## src/rtl/fetchq_pkg.sv

```systemverilog
// Shared types and widths for the fetch-to-decode instruction queue.
package fetchq_pkg;

  localparam int unsigned PC_W    = 64;
  localparam int unsigned INSTR_W = 32;

  typedef struct packed {
    logic [63:0] pc;
    logic [31:0] instr;
  } fetch_entry_t;

  // Occupancy counter width: must hold the value DEPTH itself.
  function automatic int unsigned cw_of(input int unsigned depth);
    return $clog2(depth) + 1;
  endfunction

endpackage

```

## src/rtl/fetch_queue_if.sv

```systemverilog
// Fetch/decode handshake bundle around the instruction queue.
interface fetch_queue_if
  import fetchq_pkg::*;
#(
  parameter int unsigned DEPTH = 4
);
  localparam int unsigned CW = cw_of(DEPTH);

  logic               push_valid_F;
  logic               push_ready_F;
  logic [PC_W-1:0]    pc_F;
  logic [INSTR_W-1:0] instr_F;
  logic               flush;
  logic               pop_valid_D;
  logic               pop_ready_D;
  logic [PC_W-1:0]    pc_D;
  logic [INSTR_W-1:0] instr_D;
  logic [CW-1:0]      count;

  // Environment side: fetch, branch redirect and decode.
  modport master (
    output push_valid_F, pc_F, instr_F, flush, pop_ready_D,
    input  push_ready_F, pop_valid_D, pc_D, instr_D, count
  );

  // Queue side.
  modport slave (
    input  push_valid_F, pc_F, instr_F, flush, pop_ready_D,
    output push_ready_F, pop_valid_D, pc_D, instr_D, count
  );

endinterface

```

## src/rtl/fetchq_ctrl.sv

```systemverilog
// Pointer, occupancy and flush control for the fetch queue.
module fetchq_ctrl
  import fetchq_pkg::*;
#(
  parameter  int unsigned DEPTH = 4,
  localparam int unsigned AW    = $clog2(DEPTH),
  localparam int unsigned CW    = cw_of(DEPTH)
) (
  input  logic          clk,
  input  logic          reset,
  input  logic          push_valid,
  input  logic          pop_ready,
  input  logic          flush,
  input  logic          bypass_take,
  output logic          push_ready,
  output logic          q_valid,
  output logic          wr_en,
  output logic [AW-1:0] wr_ptr,
  output logic [AW-1:0] rd_ptr,
  output logic [CW-1:0] count
);

  logic pop_en;

  // A full queue refuses pushes even when a pop happens in the same cycle.
  assign push_ready = reset && (count != CW'(DEPTH));
  assign q_valid    = reset && !flush && (count != '0);
  // An entry consumed through the bypass path is never written.
  assign wr_en      = push_valid && push_ready && !flush && !bypass_take;
  assign pop_en     = q_valid && pop_ready;

  always_ff @(posedge clk) begin
    if (!reset || flush) begin
      wr_ptr <= '0;
      rd_ptr <= '0;
      count  <= '0;
    end else begin
      if (wr_en)  wr_ptr <= wr_ptr + AW'(1);
      if (pop_en) rd_ptr <= rd_ptr + AW'(1);
      case ({wr_en, pop_en})
        2'b10:   count <= count + CW'(1);
        2'b01:   count <= count - CW'(1);
        default: count <= count;
      endcase
    end
  end

  always_ff @(posedge clk) begin
    if (reset) begin
      assert (count <= CW'(DEPTH));
      assert (!(pop_en && (count == '0)));
      assert (!(wr_en && (count == CW'(DEPTH))));
    end
  end

endmodule

```

## src/rtl/fetch_queue.sv

```systemverilog
// Fetch-to-decode instruction queue: storage, head mux and optional bypass.
// Define FETCHQ_BYPASS_EN for a zero-latency path when the queue is empty.
module fetch_queue
  import fetchq_pkg::*;
#(
  parameter int unsigned DEPTH = 4
) (
  input  logic          clk,
  input  logic          reset,
  fetch_queue_if.slave  bus
);

  localparam int unsigned AW = $clog2(DEPTH);
  localparam int unsigned CW = cw_of(DEPTH);

  fetch_entry_t  mem [DEPTH];
  fetch_entry_t  head;
  logic [AW-1:0] wr_ptr;
  logic [AW-1:0] rd_ptr;
  logic [CW-1:0] count;
  logic          q_valid;
  logic          wr_en;
  logic          byp_active;
  logic          byp_take;

  fetchq_ctrl #(.DEPTH(DEPTH)) u_ctrl (
    .clk         (clk),
    .reset       (reset),
    .push_valid  (bus.push_valid_F),
    .pop_ready   (bus.pop_ready_D),
    .flush       (bus.flush),
    .bypass_take (byp_take),
    .push_ready  (bus.push_ready_F),
    .q_valid     (q_valid),
    .wr_en       (wr_en),
    .wr_ptr      (wr_ptr),
    .rd_ptr      (rd_ptr),
    .count       (count)
  );

  assign bus.count = count;

  // Storage needs no reset; occupancy masks stale entries.
  always_ff @(posedge clk) begin
    if (wr_en) mem[wr_ptr] <= '{pc: bus.pc_F, instr: bus.instr_F};
  end

  assign head = mem[rd_ptr];

`ifdef FETCHQ_BYPASS_EN
  assign byp_active = reset && !bus.flush && bus.push_valid_F && (count == '0);
`else
  assign byp_active = 1'b0;
`endif
  assign byp_take = byp_active && bus.pop_ready_D;

  always_comb begin
    bus.pop_valid_D = q_valid;
    bus.pc_D        = '0;
    bus.instr_D     = '0;
    if (q_valid) begin
      bus.pc_D    = head.pc;
      bus.instr_D = head.instr;
    end
`ifdef FETCHQ_BYPASS_EN
    else if (byp_active) begin
      bus.pop_valid_D = 1'b1;
      bus.pc_D        = bus.pc_F;
      bus.instr_D     = bus.instr_F;
    end
`endif
  end

endmodule

```

## src/flat_wrapper.sv

```systemverilog
// flat-port wrapper written by rule: the top's interface ports become plain ports
module fetch_queue_flat import fetchq_pkg::*;
#(
  parameter int unsigned DEPTH = 4
)
  (clk, reset, bus_push_valid_F, bus_pc_F, bus_instr_F, bus_flush, bus_pop_ready_D, bus_push_ready_F, bus_pop_valid_D, bus_pc_D, bus_instr_D, bus_count);
  fetch_queue_if #(.DEPTH(DEPTH)) bus_i ();
  input  logic clk;
  input  logic reset;
  input wire logic [$bits(bus_i.push_valid_F)-1:0] bus_push_valid_F;
  input wire logic [$bits(bus_i.pc_F)-1:0] bus_pc_F;
  input wire logic [$bits(bus_i.instr_F)-1:0] bus_instr_F;
  input wire logic [$bits(bus_i.flush)-1:0] bus_flush;
  input wire logic [$bits(bus_i.pop_ready_D)-1:0] bus_pop_ready_D;
  output wire logic [$bits(bus_i.push_ready_F)-1:0] bus_push_ready_F;
  output wire logic [$bits(bus_i.pop_valid_D)-1:0] bus_pop_valid_D;
  output wire logic [$bits(bus_i.pc_D)-1:0] bus_pc_D;
  output wire logic [$bits(bus_i.instr_D)-1:0] bus_instr_D;
  output wire logic [$bits(bus_i.count)-1:0] bus_count;
  assign bus_i.push_valid_F = bus_push_valid_F;
  assign bus_i.pc_F = bus_pc_F;
  assign bus_i.instr_F = bus_instr_F;
  assign bus_i.flush = bus_flush;
  assign bus_i.pop_ready_D = bus_pop_ready_D;
  assign bus_push_ready_F = bus_i.push_ready_F;
  assign bus_pop_valid_D = bus_i.pop_valid_D;
  assign bus_pc_D = bus_i.pc_D;
  assign bus_instr_D = bus_i.instr_D;
  assign bus_count = bus_i.count;
  fetch_queue #(.DEPTH(DEPTH)) u_core (.clk(clk), .reset(reset), .bus(bus_i));
endmodule
```

## config.mk

```make
export PLATFORM = sky130hd
export DESIGN_NAME = fetch_queue_flat
export DESIGN_NICKNAME = d
export VERILOG_FILES = /design/src/rtl/fetchq_pkg.sv /design/src/rtl/fetch_queue_if.sv /design/src/rtl/fetchq_ctrl.sv /design/src/rtl/fetch_queue.sv /design/src/flat_wrapper.sv
export SDC_FILE = /design/constraint.sdc
export NUM_CORES = 1
export LEC_CHECK = 0
export ABC_AREA = 1
export CAP_MARGIN = 20
export CORE_MARGIN = 2
export CORE_UTILIZATION = 59
export CTS_CLUSTER_DIAMETER = 80
export CTS_CLUSTER_SIZE = 28
export DETAILED_ROUTE_END_ITERATION = 10
export GPL_TIMING_DRIVEN = 1
export MAX_ROUTING_LAYER = met4
export PLACE_DENSITY = 0.95
export SLEW_MARGIN = 20
export SYNTH_ARGS = -nofsm -noshare
export SYNTH_HDL_FRONTEND = slang
export SYNTH_SLANG_ARGS = --single-unit
```

## constraint.sdc

```tcl
create_clock -name clk -period 17.65 [get_ports clk]
set_clock_uncertainty 0.2 [all_clocks]
set_input_delay 3.53 -clock clk [delete_from_list [all_inputs] [get_ports clk]]
set_output_delay 3.53 -clock clk [all_outputs]
set_load 0.1 [all_outputs]
```

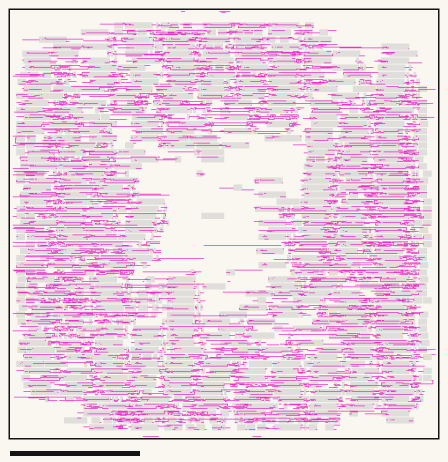
(images/layer_met1.png)
Bar = 50 um. Cells faint in the background.
main direction: horizontal
nets with wire on the layer: 1328
wire length on this layer: 12400 um
share of all routed wire: 37%
longest straight run: 51.1 um

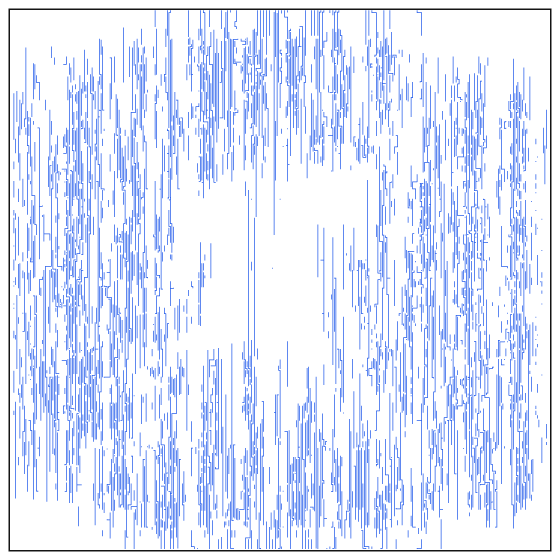
(images/layer_met2.png)
share of all routed wire: 50%
wire length on this layer: 16900 um
main direction: vertical
drt total wl: 33600 um
via count: 9911
GR Util met2: 42.9%

==> summary.txt <==
yosys + openroad results -> clock network area share under 10%, Crit path required time 13.92 ns, initial antenna violation count 5, Crit. End Element primary output, Worst slew margin 30.0%, signal buffers share of area roughly an eighth, Tap Cells between 300 and 400, Non-clk bufs between 200 and 250, worst hold endpoint u_core.u_ctrl.wr_ptr[1], Biggest Area Class registers, min-delay src u_core.u_ctrl.wr_ptr[1], max layer used met4, status finished clean, number of inserted diodes 5, Max Fanout on Critical Path 58, Max Freq 96.7 MHz, pin count of the biggest net entering global routing approximately 110, Chip Area, Yosys around 15000 um^2, vias in the first global route between 9000 and 10000, Seq/total area 64.8%, clock tree root driver cell clkbuf_16, Synth Cell Area approximately 15000 um^2, syn avg cell area between 10 and 15 um^2, Post-CTS Setup Inserts 0, YS warnings 0, worst-skew pair later-pin latency 0.51 ns, fillers between 1500 and 2000, Reg2Reg Setup Slack around 15 ns, Max Buffers Root-to-Sink 3, DIE HEIGHT approximately 170 um, # resized after CTS 0, Post-Route Setup TNS 0 ns, Die W 165 um, CLK BUF 24, FP Util approximately three fifths, RSZ-0062 raised after global routing no, Inverters 20, final hold violation count 0, Final min period 10.35 ns, HPWL Detailed slightly below 20000 um, CP Capture Point bus_instr_D[11], H-tree depth 1, Slew Limit Fails 0, worst setup path class in -> out, Worst setup SP type input port, total CTS buffers 18, Hold WC Path Type reg -> reg, met1 WL around 12000 um, Vias/cell roughly 5.8, Buffers on Ports 201
critical path, cell delays in order:
cell	delay, ns
clkdlybuf4s50_1	0.46
inv_1	0.07
nor2_4	0.25
nand2_4	0.34
buf_4	0.42
a21oi_1	0.27
clkdlybuf4s50_1	1.21
cell families (layout without fill, tap and decap cells):
group	Yosys count	after routing	synth area share [%]
other	0	5	0
buffers and inverters	93	262	2.92
DFF	393	393	76.5
adders and majority gates	6	6	0.540
and+or+nand+nor	416	416	10.3
AOI/OAI and AO/OA	297	297	9.71
flip-flops by register name, summed over array words and instances, names as in the netlist, named ones only:
signal                cells
u_core.u_ctrl.rd_ptr      2
u_core.mem              384
u_core.u_ctrl.wr_ptr      2
u_core.u_ctrl.count       3
cells in the mapped netlist, drive strengths merged:
cell,n,share of area [%]
a21oi,102,3.3
buf,45,1.7
clkbuf,28,0.69
dfxtp,9,1.2
edfxtp,384,75
fa,1,0.13
ha,5,0.41
inv,20,0.49
nand2,16,0.41
nand3,1,0.033
nand4,1,0.041
nor2,397,9.8
o21ai,195,6.4
or2,1,0.041
power by group:
part	switching, mW	internal, mW
logic	0.0453	0.0283
registers	0.00245	1.03
clock network	0.261	0.231
total	0.308	1.29
through the flow:
step	utilization [%]	area (um^2)	hold slack, ns	cells	setup slack, ns
floorplan	-	15300	0.267	1205	8.27
global placement	69.1	17500	0.279	1677	7.51
detailed placement	69.1	17500	0.306	1677	7.38
CTS	71.4	18100	0.322	1704	7.33
global route	71.5	18100	0.344	1709	7.20
finish	71.5	18100	0.322	1709	7.30
layer usage:
| metal | vias to the layer above | track usage, % |
|---|---|---|
| met5 | - | - |
| met4 | 0 | 6.96 |
| met3 | 57 | 4.65 |
| li1 | 4567 | - |
| met2 | 605 | 42.9 |
| met1 | 4682 | 32.0 |
No activity file was given, so power comes from the tool's default toggle rates.
